The metal 3 layer:
Scale: 4 px per um.
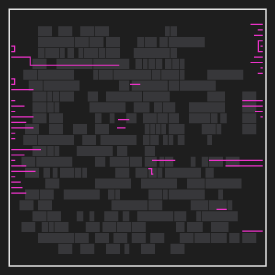
Cell classes on the final placement:
Scale: 8 px per um.
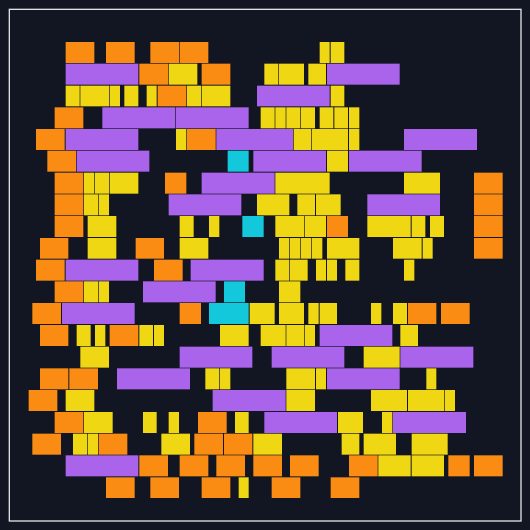
Placement view:
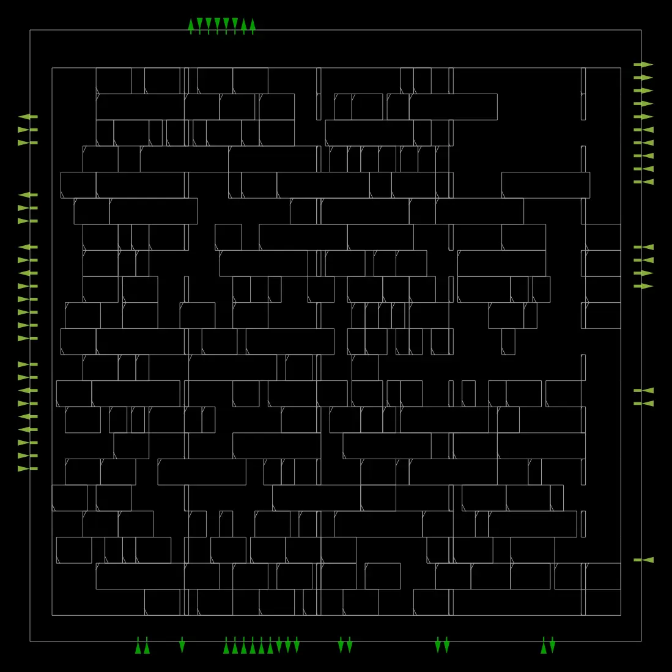
Cell sizes after repair:
Scale: 6 px per um.
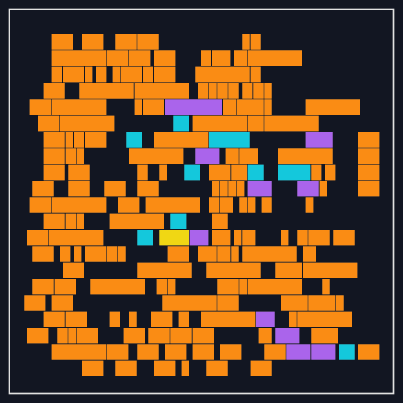
===== config.mk =====
export PLATFORM = sky130hd
export DESIGN_NAME = mem_arbiter
export DESIGN_NICKNAME = d
export VERILOG_FILES = /design/src/rtl/mem_arbiter_pkg.sv /design/src/rtl/mem_arbiter_rr_pick2.sv /design/src/rtl/mem_arbiter.sv
export SDC_FILE = /design/constraint.sdc
export NUM_CORES = 1
export LEC_CHECK = 0
export CAP_MARGIN = 40
export CORE_MARGIN = 2
export CORE_UTILIZATION = 42
export DETAILED_ROUTE_END_ITERATION = 8
export MAX_ROUTING_LAYER = met4
export PLACE_DENSITY_LB_ADDON = 0.15
export SYNTH_ARGS = -nofsm -noshare
export SYNTH_HDL_FRONTEND = slang
export SYNTH_SLANG_ARGS = --single-unit

===== constraint.sdc =====
create_clock -name CLK -period 2.9 [get_ports CLK]
set_clock_uncertainty 0.2 [all_clocks]
set_input_delay 0.435 -clock CLK [delete_from_list [all_inputs] [get_ports CLK]]
set_output_delay 0.435 -clock CLK [all_outputs]
set_load 0.05 [all_outputs]

===== src/rtl/mem_arbiter_pkg.sv =====
`default_nettype none
// ============================================================================
// mem_arbiter_pkg : shared state encoding, requester IDs and size defaults
// Revision        : 1.0
// ============================================================================
package mem_arbiter_pkg;

    localparam int DEF_AW = 4;
    localparam int DEF_DW = 8;

    localparam logic REQ_CPU = 1'b0;
    localparam logic REQ_IO  = 1'b1;

    typedef enum logic [1:0] {
        IDLE   = 2'd0,
        ACCESS = 2'd1,
        DONE   = 2'd2
    } arb_state_e;

endpackage
`default_nettype wire


===== src/rtl/mem_arbiter_rr_pick2.sv =====
`default_nettype none
// ============================================================================
// rr_pick2 : combinational two-way round-robin winner select with lock bursts
// Revision : 1.0
// ============================================================================
module rr_pick2
    import mem_arbiter_pkg::*;
#(
    parameter int MAX_BURST = 4
) (
    input  logic       i_req0,
    input  logic       i_req1,
    input  logic       i_last_owner,
    input  logic       i_lock_held,
    input  logic [3:0] i_burst_cnt,
    output logic       o_valid,
    output logic       o_winner
);

    localparam logic [3:0] c_max_burst = 4'(MAX_BURST);

    always_comb begin
        o_valid  = i_req0 | i_req1;
        o_winner = REQ_CPU;
        if (i_req0 && !i_req1) begin
            o_winner = REQ_CPU;
        end else if (i_req1 && !i_req0) begin
            o_winner = REQ_IO;
        end else if (i_lock_held && (i_burst_cnt < c_max_burst)) begin
            // a locked owner keeps the memory until its burst allowance runs out
            o_winner = i_last_owner;
        end else begin
            o_winner = ~i_last_owner;
        end
    end

endmodule
`default_nettype wire


===== src/rtl/mem_arbiter.sv =====
`default_nettype none
// ============================================================================
// mem_arbiter : two-requester arbiter for a single-port RAM, 3 cycles per access
// Revision    : 1.0
// ============================================================================
module mem_arbiter
    import mem_arbiter_pkg::*;
#(
    parameter int AW        = DEF_AW,
    parameter int DW        = DEF_DW,
    parameter int MAX_BURST = 4
) (
    input  logic          CLK,
    input  logic          CLR_N,
    input  logic          REQ0,
    input  logic          REQ1,
    input  logic          WE0,
    input  logic          WE1,
    input  logic          LOCK0,
    input  logic          LOCK1,
    input  logic [AW-1:0] ADDR0,
    input  logic [AW-1:0] ADDR1,
    input  logic [DW-1:0] WDATA0,
    input  logic [DW-1:0] WDATA1,
    output logic          GNT0,
    output logic          GNT1,
    output logic          ACK0,
    output logic          ACK1,
    output logic [DW-1:0] RDATA,
    output logic          MEM_READ,
    output logic          MEM_WRITE,
    output logic [AW-1:0] MEM_ADDR,
    output logic [DW-1:0] MEM_WDATA,
    input  logic [DW-1:0] MEM_OUT
);

    arb_state_e    state_q, state_d;
    logic          gnt0_q, gnt0_d, gnt1_q, gnt1_d;
    logic          ack0_q, ack0_d, ack1_q, ack1_d;
    logic          mem_read_q, mem_read_d, mem_write_q, mem_write_d;
    logic [AW-1:0] mem_addr_q, mem_addr_d;
    logic [DW-1:0] mem_wdata_q, mem_wdata_d;
    logic          owner_q, owner_d;
    logic          last_owner_q, last_owner_d;
    logic [3:0]    burst_cnt_q, burst_cnt_d;
    logic          lock_lat_q, lock_lat_d;
    logic          lock_held_q, lock_held_d;

    logic          w_pick_valid;
    logic          w_pick;
    logic          w_sel_we;

    rr_pick2 #(
        .MAX_BURST (MAX_BURST)
    ) u_pick (
        .i_req0       (REQ0),
        .i_req1       (REQ1),
        .i_last_owner (last_owner_q),
        .i_lock_held  (lock_held_q),
        .i_burst_cnt  (burst_cnt_q),
        .o_valid      (w_pick_valid),
        .o_winner     (w_pick)
    );

    always_comb begin
        state_d      = state_q;
        gnt0_d       = gnt0_q;
        gnt1_d       = gnt1_q;
        ack0_d       = ack0_q;
        ack1_d       = ack1_q;
        mem_read_d   = mem_read_q;
        mem_write_d  = mem_write_q;
        mem_addr_d   = mem_addr_q;
        mem_wdata_d  = mem_wdata_q;
        owner_d      = owner_q;
        last_owner_d = last_owner_q;
        burst_cnt_d  = burst_cnt_q;
        lock_lat_d   = lock_lat_q;
        lock_held_d  = lock_held_q;
        w_sel_we     = 1'b0;

        case (state_q)
            IDLE: begin
                if (w_pick_valid) begin
                    w_sel_we    = (w_pick == REQ_IO) ? WE1 : WE0;
                    owner_d     = w_pick;
                    gnt0_d      = (w_pick == REQ_CPU);
                    gnt1_d      = (w_pick == REQ_IO);
                    mem_read_d  = ~w_sel_we;
                    mem_write_d = w_sel_we;
                    mem_addr_d  = (w_pick == REQ_IO) ? ADDR1  : ADDR0;
                    mem_wdata_d = (w_pick == REQ_IO) ? WDATA1 : WDATA0;
                    lock_lat_d  = (w_pick == REQ_IO) ? LOCK1  : LOCK0;
                    if (w_pick == last_owner_q) begin
                        burst_cnt_d = (burst_cnt_q == 4'hF) ? 4'hF : burst_cnt_q + 4'd1;
                    end else begin
                        burst_cnt_d  = 4'd1;
                        last_owner_d = w_pick;
                    end
                    state_d = ACCESS;
                end
            end
            ACCESS: begin
                mem_read_d  = 1'b0;
                mem_write_d = 1'b0;
                ack0_d      = (owner_q == REQ_CPU);
                ack1_d      = (owner_q == REQ_IO);
                state_d     = DONE;
            end
            DONE: begin
                ack0_d      = 1'b0;
                ack1_d      = 1'b0;
                gnt0_d      = 1'b0;
                gnt1_d      = 1'b0;
                lock_held_d = lock_lat_q;
                state_d     = IDLE;
            end
            default: state_d = IDLE;
        endcase
    end

    // async clear drops the strobes immediately, so an in-flight write never lands
    always_ff @(posedge CLK or negedge CLR_N) begin
        if (!CLR_N) begin
            state_q      <= IDLE;
            gnt0_q       <= 1'b0;
            gnt1_q       <= 1'b0;
            ack0_q       <= 1'b0;
            ack1_q       <= 1'b0;
            mem_read_q   <= 1'b0;
            mem_write_q  <= 1'b0;
            mem_addr_q   <= '0;
            mem_wdata_q  <= '0;
            owner_q      <= REQ_CPU;
            last_owner_q <= REQ_IO;
            burst_cnt_q  <= 4'd0;
            lock_lat_q   <= 1'b0;
            lock_held_q  <= 1'b0;
        end else begin
            state_q      <= state_d;
            gnt0_q       <= gnt0_d;
            gnt1_q       <= gnt1_d;
            ack0_q       <= ack0_d;
            ack1_q       <= ack1_d;
            mem_read_q   <= mem_read_d;
            mem_write_q  <= mem_write_d;
            mem_addr_q   <= mem_addr_d;
            mem_wdata_q  <= mem_wdata_d;
            owner_q      <= owner_d;
            last_owner_q <= last_owner_d;
            burst_cnt_q  <= burst_cnt_d;
            lock_lat_q   <= lock_lat_d;
            lock_held_q  <= lock_held_d;
        end
    end

    assign GNT0      = gnt0_q;
    assign GNT1      = gnt1_q;
    assign ACK0      = ack0_q;
    assign ACK1      = ack1_q;
    assign MEM_READ  = mem_read_q;
    assign MEM_WRITE = mem_write_q;
    assign MEM_ADDR  = mem_addr_q;
    assign MEM_WDATA = mem_wdata_q;
    assign RDATA     = MEM_OUT;

endmodule
`default_nettype wire


==> reports/results.ini <==
[run_status]
status=complete, no violations

[die]
io_pins=66
fp_util=0.443
die_h_um=63.8
chipArea_um2=4070
die_x_um=63.8

[worst_hold_path]
hold_class=input port to asynchronous set/reset pin

[placed_design]
port-buffer-count=49
place_ws_ns=0.556
hpwl_mm=2.43
place_congestion=0.755
place_area_um2=1990

[run]
tool_warnings=29
maxCapViolations=0

[timing]
fmax_ghz=0.456
rsz0062_at_grt=no
fin_hold_ws_ns=0.267
relSlewSlack=0.654
fin_crit_sh=0.755
slew_violations=0
hold_viol_final=0
tightest_slew_ns=0.516
setup_tns_ns=0
setup_violations=0
min_period_ns=2.19

[yosys]
ys_chip_area_um2=1500
netlist_area_um2=1500
synth_area_per_cell_um2=10.1
area_leaders=dfrtp_1 (45%), mux2i_1 (10%), a21oi_1 (5.7%), nor2_1 (5.0%), ha_1 (4.2%)
synthesis.nets=194
async_flop_share=1.00
ys_types=35
synthAoiAreaFrac=0.157
ys_cells=149
yosys.area.top_type=dfrtp_1
top_logic_kind=AND-OR/OR-AND gates
fa_ha_area_frac=0.0492
ys_sh_xor=0.00583
top_area_frac=0.450
synthMostInstantiatedCell=dfrtp_1
edf_count=0
ys_ff=28
syn_inst=149
simple_gate_area_frac=0.105
ys_seq_share=0.467
yosys_warnings=0
flop_cell=dfrtp_1
synthMuxAreaShare=0.140
common_cells=dfrtp_1 (27), nor2_1 (20), a21oi_1 (17), mux2i_1 (15), buf_4 (8)

[cts]
clk_pin_slew_ns=0.15
cts_max_level=1
clock-sinks=28
numCtsBuffers=3
clock.latency.late_pin_ns=0.32
cts_root_buf=clkbuf_4
hold_buffers=0
postCtsSetupBuffers=0
cts_tree=built
cts_resized=0
clockBufferDepth=2

[detailed_routing]
drt_wl_total_mm=3.15
wl_per_cell_um=13.3
viasPerCell=5.17
ant_nets=0
drc_errors=0
firstDrtPassIters=4
drt_iter0_drc=30

[setup_path]
worst-path-max-fanout=3
cp-start-kind=flop
crit_arrival_ns=1.56
cp_cell_sequence=clkdlybuf4s50_1
slowest_stage=clkdlybuf4s50_1
required_ns=2.27
reg2regPathDepth=6
cp-end-kind=output port
cp_top_family=buffers and inverters
worst-path-buf-inv=1
path_depth=1
critPathKind=flop to output port
slowest_delay_ns=0.82

[power_and_ir_drop]
p_total_uw=2390
power_leakage_uw=0.000881
powerDensity_nw_per_um2=1180
peakVddDrop_mv=0.642

[layout]
num_antenna_cells=0
drive_gt1_frac=0.105
fillerInstances=296
final_nets=236

[global_routing]
grt_pass1_vias=1255
grt_overflow=0
track_usage=0.167
grt_pass1_wl_mm=5.31
antenna_found_initial=0
grt_max_degree=29

About 'the metal 3 layer':
longest straight run = 22.1 um
wire length on this layer = 159 um
nets with wire on the layer = 37
main direction = horizontal
share of all routed wire = 5.1%
global routing usage on met3: 0.0317
Via Count: 1,220

About 'cell classes on the final placement':
purple -> sequential cells  # cells 28, share of their area 36%
yellow -> combinational and other logic  # cells 105, share of their area 36%
orange -> remaining buffers and delay cells  # cells 53, share of their area 26%
cyan -> clock drivers and dummy loads  # cells 4, share of their area 1.8%
core footprint: 3390 um2
Finished Cell Area: 2030 um2

About 'placement view':
Final Core Density: 0.598
Seq/total area: 0.346
row count: 21
Tap Count: 46

About 'cell sizes after repair':
orange -> _0 and _1 cells  # cells 170
purple -> _2 cells  # cells 10
cyan -> _3 and _4 cells  # cells 9
yellow -> _6 and larger  # cells 1
bufs w/o clock: 53
area grow syn2layout: 35.0%
setup ws final: 0.709 ns

-- flip-flops by register name, indices dropped and copies added (netlist names) --
register,count
MEM_WDATA,8
MEM_ADDR,4
burst_cnt_q,4
state_q,2
ACK0,1
ACK1,1
GNT0,1
GNT1,1
MEM_READ,1
MEM_WRITE,1
last_owner_q,1
lock_held_q,1
lock_lat_q,1
owner_q,1
-- per-stage QoR --
step / cells / util
after floorplan: 149 / -
after global placement: 232 / 0.587
after detailed placement: 232 / 0.587
after CTS: 236 / 0.598
after global routing: 236 / 0.598
final: 236 / 0.598
-- final timing paths --
path / start / to / slack [ns]
hold reg to reg: lock_held_q / lock_held_q / 0.32
min in group CLK: lock_held_q / lock_held_q / 0.32
hold / removal: CLR_N / state_q[0] / 0.27
setup reg to reg: burst_cnt_q[2] / MEM_ADDR[0] / 0.81
max in group asynchronous: CLR_N / last_owner_q / 1.90
setup / recovery: GNT1 / GNT1 / 0.71
-- metal layers --
layer / global-route usage / vias to the layer above / part of all wire
met2: 0.297 / 39 / 0.51
met5: - / - / 0
met3: 0.0317 / 8 / 0.050
met4: 0.0462 / 0 / 0.012
met1: 0.190 / 578 / 0.43
li1: - / 595 / -
-- cell usage in the layout (no fill, tap or decap), drive strengths merged, types with 2 or more instances in the layout --
master,n
dfrtp,27
nor2,20
mux2,5
nor2b,2
inv,6
clkdlybuf4s50,49
o21ai,7
buf,4
clkbuf,4
a31oi,2
a21oi,17
ha,5
a22o,2
mux2i,15
nand2,6
o22ai,2
-- kinds of logic (layout without fill, tap and decap cells) --
group / Yosys count / count (layout)
adder cells (fa/ha/maj): 6 / 6
AND-OR/OR-AND: 38 / 38
AND/OR/NAND/NOR: 34 / 34
XOR/XNOR: 1 / 1
buffers and inverters: 22 / 63
flip-flops: 28 / 28
multiplexers: 20 / 20
-- final cells by class --
| cell class | count | area (um2) | share of cell area |
|---|---|---|---|
| Clock buffer | 4 | 36.3 | 0.0179 |
| Timing Repair Buffer | 53 | 520 | 0.257 |
| Sequential cell | 28 | 702 | 0.346 |
| Inverter | 6 | 22.5 | 0.0111 |
| Multi-Input combinational cell | 99 | 688 | 0.340 |
| Tap cell | 46 | 57.6 | 0.0284 |
-- power by group --
part	total (uW)	switching (uW)	internal (uW)
clock	187	110	76.7
sequential	707	127	579
combinational	1500	885	614
No activity file was given, so power comes from the tool's default toggle rates.
